### config.mk
export PLATFORM = sky130hd
export DESIGN_NAME = cache_fill_fsm
export DESIGN_NICKNAME = d
export VERILOG_FILES = /design/src/rtl/cache_pkg.sv /design/src/rtl/fill_word_counter.sv /design/src/rtl/cache_fill_fsm.sv
export SDC_FILE = /design/constraint.sdc
export NUM_CORES = 1
export LEC_CHECK = 0
export CORE_MARGIN = 2
export CORE_UTILIZATION = 39
export CTS_CLUSTER_SIZE = 25
export DETAILED_ROUTE_END_ITERATION = 8
export PLACE_DENSITY = 0.83
export SYNTH_ARGS = -nofsm -noshare
export SYNTH_HDL_FRONTEND = slang
export SYNTH_SLANG_ARGS = --single-unit
### constraint.sdc
create_clock -name clk -period 2.15 [get_ports clk]
set_clock_uncertainty 0.15 [all_clocks]
set_input_delay 0.215 -clock clk [delete_from_list [all_inputs] [get_ports clk]]
set_output_delay 0.215 -clock clk [all_outputs]
set_load 0.01 [all_outputs]
### src/rtl/cache_pkg.sv
// Shared types, geometry constants and address field helpers for the
// direct-mapped 128-line, 16-byte-block cache fill path.
package cache_pkg;

  localparam int ADDR_W      = 16;
  localparam int DATA_W      = 16;
  localparam int BLOCK_BYTES = 16;
  localparam int WORDS       = 8;
  localparam int INDEX_W     = 7;
  localparam int TAG_W       = 5;
  localparam int OFFSET_W    = 4;
  localparam int MEM_LAT     = 4;
  localparam int CNT_W       = 4;
  localparam int WSEL_W      = 3;

  localparam logic [CNT_W-1:0] WORDS_CNT = CNT_W'(WORDS);
  localparam logic [CNT_W-1:0] LAST_CNT  = CNT_W'(WORDS - 1);

  typedef enum logic [1:0] {
    IDLE = 2'd0,
    FILL = 2'd1,
    DONE = 2'd2
  } fill_state_t;

  function automatic logic [TAG_W-1:0] addr_tag(input logic [ADDR_W-1:0] a);
    return a[ADDR_W-1 -: TAG_W];
  endfunction

  function automatic logic [INDEX_W-1:0] addr_index(input logic [ADDR_W-1:0] a);
    return a[OFFSET_W +: INDEX_W];
  endfunction

  function automatic logic [OFFSET_W-1:0] addr_offset(input logic [ADDR_W-1:0] a);
    return a[OFFSET_W-1:0];
  endfunction

  function automatic logic [ADDR_W-1:0] block_base(input logic [ADDR_W-1:0] a);
    return {a[ADDR_W-1:OFFSET_W], {OFFSET_W{1'b0}}};
  endfunction

endpackage

### src/rtl/fill_word_counter.sv
// Saturating 0..WORDS word counter used to track issued requests and
// consumed responses of one block fill.
module fill_word_counter
  import cache_pkg::*;
(
  input  logic             clk,
  input  logic             rst_n,
  input  logic             clr,
  input  logic             inc,
  output logic [CNT_W-1:0] cnt,
  output logic             done
);

  logic [CNT_W-1:0] cnt_q, cnt_d;

  assign done = (cnt_q == WORDS_CNT);
  assign cnt  = cnt_q;

  // Clear wins over increment; once at WORDS the count holds.
  always_comb begin
    cnt_d = cnt_q;
    if (clr) begin
      cnt_d = '0;
    end else if (inc && !done) begin
      cnt_d = cnt_q + 1'b1;
    end
  end

  always_ff @(posedge clk or negedge rst_n) begin
    if (!rst_n) begin
      cnt_q <= '0;
    end else begin
      cnt_q <= cnt_d;
    end
  end

endmodule

### src/rtl/cache_fill_fsm.sv
// Block fill engine: issues eight pipelined word reads for a missing line,
// streams the returned words into the data array, then writes the tag.
//
// state | meaning
// IDLE  | waiting for a miss; accepts it combinationally (busy in accept cycle)
// FILL  | issuing word reads and writing returned words into the data array
// DONE  | one-cycle tag array write for the filled line
module cache_fill_fsm
  import cache_pkg::*;
(
  input  logic                clk,
  input  logic                rst,
  input  logic                miss_detected,
  input  logic [ADDR_W-1:0]   miss_address,
  output logic                fsm_busy,
  output logic                mem_en,
  output logic [ADDR_W-1:0]   mem_addr,
  input  logic                mem_data_valid,
  input  logic [DATA_W-1:0]   mem_data,
  output logic                write_data_array,
  output logic [WSEL_W-1:0]   word_sel,
  output logic [DATA_W-1:0]   data_out,
  output logic                write_tag_array,
  output logic [INDEX_W-1:0]  index_out,
  output logic [TAG_W-1:0]    tag_out
);

  fill_state_t       state_q, state_d;
  logic [ADDR_W-1:0] base_q, base_d;
  logic              accept;
  logic [CNT_W-1:0]  req_cnt, rsp_cnt;
  logic              req_done, rsp_done;

  fill_word_counter u_req_cnt (
    .clk   (clk),
    .rst_n (rst),
    .clr   (accept),
    .inc   (mem_en),
    .cnt   (req_cnt),
    .done  (req_done)
  );

  fill_word_counter u_rsp_cnt (
    .clk   (clk),
    .rst_n (rst),
    .clr   (accept),
    .inc   (write_data_array),
    .cnt   (rsp_cnt),
    .done  (rsp_done)
  );

  always_comb begin
    state_d          = state_q;
    base_d           = base_q;
    accept           = 1'b0;
    fsm_busy         = 1'b0;
    mem_en           = 1'b0;
    mem_addr         = '0;
    write_data_array = 1'b0;
    word_sel         = '0;
    data_out         = '0;
    write_tag_array  = 1'b0;
    index_out        = '0;
    tag_out          = '0;

    case (state_q)
      IDLE: begin
        if (miss_detected) begin
          accept   = 1'b1;
          fsm_busy = 1'b1;
          base_d   = block_base(miss_address);
          state_d  = FILL;
        end
      end

      FILL: begin
        fsm_busy  = 1'b1;
        index_out = addr_index(base_q);
        tag_out   = addr_tag(base_q);
        // Requests and responses are independent and may coincide.
        if (!req_done) begin
          mem_en   = 1'b1;
          mem_addr = base_q + ADDR_W'({req_cnt, 1'b0});
        end
        if (mem_data_valid && !rsp_done) begin
          write_data_array = 1'b1;
          word_sel         = rsp_cnt[WSEL_W-1:0];
          data_out         = mem_data;
          if (rsp_cnt == LAST_CNT) begin
            state_d = DONE;
          end
        end
      end

      DONE: begin
        fsm_busy        = 1'b1;
        write_tag_array = 1'b1;
        index_out       = addr_index(base_q);
        tag_out         = addr_tag(base_q);
        state_d         = IDLE;
      end

      default: begin
        state_d = IDLE;
      end
    endcase
  end

  always_ff @(posedge clk or negedge rst) begin
    if (!rst) begin
      state_q <= IDLE;
      base_q  <= '0;
    end else begin
      state_q <= state_d;
      base_q  <= base_d;
    end
  end

endmodule

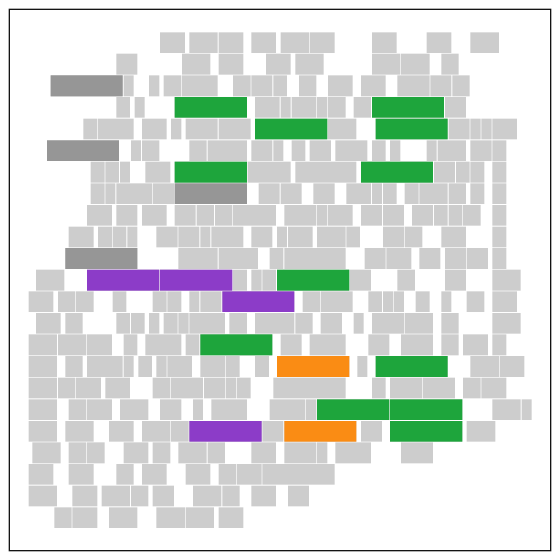
*Sequential cells grouped by signal name*
Other sequential cells in the stronger grey, the rest of the logic in the fainter grey.
base_q: drawn in green, sequential cells 12. u_rsp_cnt.cnt: drawn in purple, sequential cells 4. state_q: drawn in orange, sequential cells 2.
Storage cell area: 550.5 sq um
Layout Utilization: 68.27%
flop share of the area: 20.30%
flip-flop and latch power: 0.000784 W

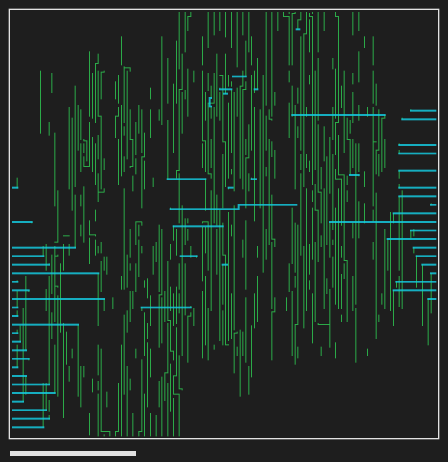
*Signal wires by layer*
Scale bar: 20 um. Only two layers are drawn.
M2: drawn in green, wire length 2690 um. M3: drawn in cyan, wire length 273 um.

==> flow_metrics.tcl <==
# flow metrics
set metrics [dict create \
    vdd_drop_max_v 0.0006218 \
    instances_no_fill 343 \
    slowest_delay_ns 0.56 \
    worstReg2RegEnd "base_q[7]$_DFFE_PN0P_" \
    top_layer_used "met4" \
    syn_inst 187 \
    fmax_ghz 0.4536 \
    route.met3.wl_um 272 \
    setup_ws_ns -0.05453 \
    cts_buffer_depth 2 \
    diodes 0 \
    use_met3_pct 4.112 \
    layout-drive-gt1-share_pct 19.80 \
    syn_area_per_cell_sq_um 8.551 \
    cap_violations 0 \
    crit_path_cell_trace "ha_2 -> nand4_4 -> or4_4 -> a21oi_2 -> buf_2" \
    grt_max_degree 24 \
    ys.flops 22 \
    clk_pin_slew_ns 0.08 \
    grt_pass1_vias 1735 \
    start_kind "register" \
    cts_hold_buf 0 \
    synth-seq-area-share_pct 34.43 \
    dieArea_sq_um 4628 \
    place.gp.congestion 0.8361 \
    synthFlopType "dfrtp_1" \
    gr-usage-met1_pct 25.80 \
    violations "negative setup slack" \
    worstReg2RegStart "state_q[1]$_DFFE_PN0P_" \
    worstPathMaxFanout 6 \
    lay_top_count "dlygate4sd2_1" \
    cpMaxStageDelayCell "or4_4" \
    startpoint "base_q[4]$_DFFE_PN0P_" \
    finalSetupViolCount 2 \
    ys_chip_area_sq_um 1599 \
    r2r_setup_slack_ns 0.33 \
    cts_made_buffers 3 \
    end_kind "output pin" \
    endpoint "mem_addr[14]" \
    syn_area_sq_um 1599 \
    drc_errors 0 \
    yosys_cells 187 \
    p_leak_nw 1.396 \
    top_usage_layer "met2" \
    worstPathArrival_ns 1.84 \
    status "finished with violations" \
    place_ws_ns -0.2019 \
    post-cts-setup-buffer-count 6 \
    die-width_um 68.03 \
]
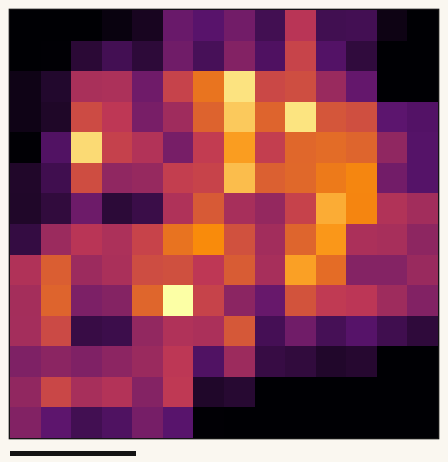
*Routed metal per tile*
Scale bar: 20 um. 14 x 14 tiles, from black (low) to pale yellow (high), scaled to the fullest tile. Values are wire area over tile area, all layers added.
The mean over all tiles is 0.18. The emptiest ninth of the die: bottom right. The fullest tile reaches 0.50.

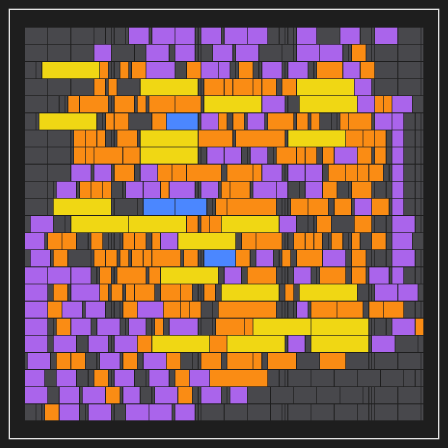
*Cell classes on the final placement*
Fill, decap, tap and diode cells in grey.
remaining logic cells: drawn in orange, cells 155, share of their area 41%. clock drivers and dummy loads: drawn in blue, cells 4, share of their area 2.1%. remaining buffers and delay cells: drawn in purple, cells 112, share of their area 36%. sequential cells: drawn in yellow, cells 22, share of their area 21%.
row count: 23
final std cell area, no fill: 2711 sq um
core area: 3971 sq um

[cells in the mapped netlist, drive strengths merged, types with 3 or more instances]
cell type   n  share of area, %
dfrtp      22                34
and3       17               6.7
and2       15               5.9
a21oi      14               4.4
inv        13               3.1
o21ai      12               3.8
ha         11               8.6
nand2      11               2.6
mux2       10               7.0
nor2       10               2.3
nand3       9               2.8
clkbuf      7               1.6
nand4       4               2.3
o31ai       4               1.9
or3         4               1.6
or4         4               1.9
buf         3               1.0
xor2        3               1.6
[report_power, final]
group,internal [W],switching [W]
Combinational,0.000952,0.000947
Sequential,0.000581,0.000203
Clock,0.000163,0.000138
[registers in the layout, summed over array words and instances (netlist names)]
name	flops
u_req_cnt.cnt	4
u_rsp_cnt.cnt	4
state_q	2
base_q	12
[stage by stage]
step	TNS [ns]	hold slack, ns	power (W)	instance area (sq um)
5_1_grt	-0.3994	0.1794	0.003212	2711
3_5_place_dp	-0.7261	0.3985	0.002760	2595
3_3_place_gp	-0.4538	0.3836	0.002698	2595
4_1_cts	-0.03556	0.1790	0.002961	2689
6_report	-0.09640	0.1641	0.002984	2711
2_1_floorplan	0	-0.2306	0.001666	1599
[kinds of logic (layout without fill, tap and decap cells)]
| logic type | Yosys count | in the layout | synth area share, % |
|---|---|---|---|
| fa+ha+maj | 11 | 11 | 8.607 |
| compound gates | 33 | 33 | 11.58 |
| flops | 22 | 22 | 34.43 |
| buf+inv | 23 | 129 | 5.712 |
| simple gates | 82 | 82 | 29.66 |
| other cells | 1 | 1 | 0.2345 |
| mux | 10 | 10 | 7.042 |
| xor+xnor | 5 | 5 | 2.739 |
[layout make-up]
cell class	instances	area [sq um]
Multi-Input combinational cell	142	1028
Sequential cell	22	550.5
Timing Repair Buffer	112	965.9
Tap cell	50	62.56
Clock buffer	4	55.05
Inverter	13	48.80
Fill cell	341	1260
Power figures rest on the tool's default switching activity, not on a simulated workload.
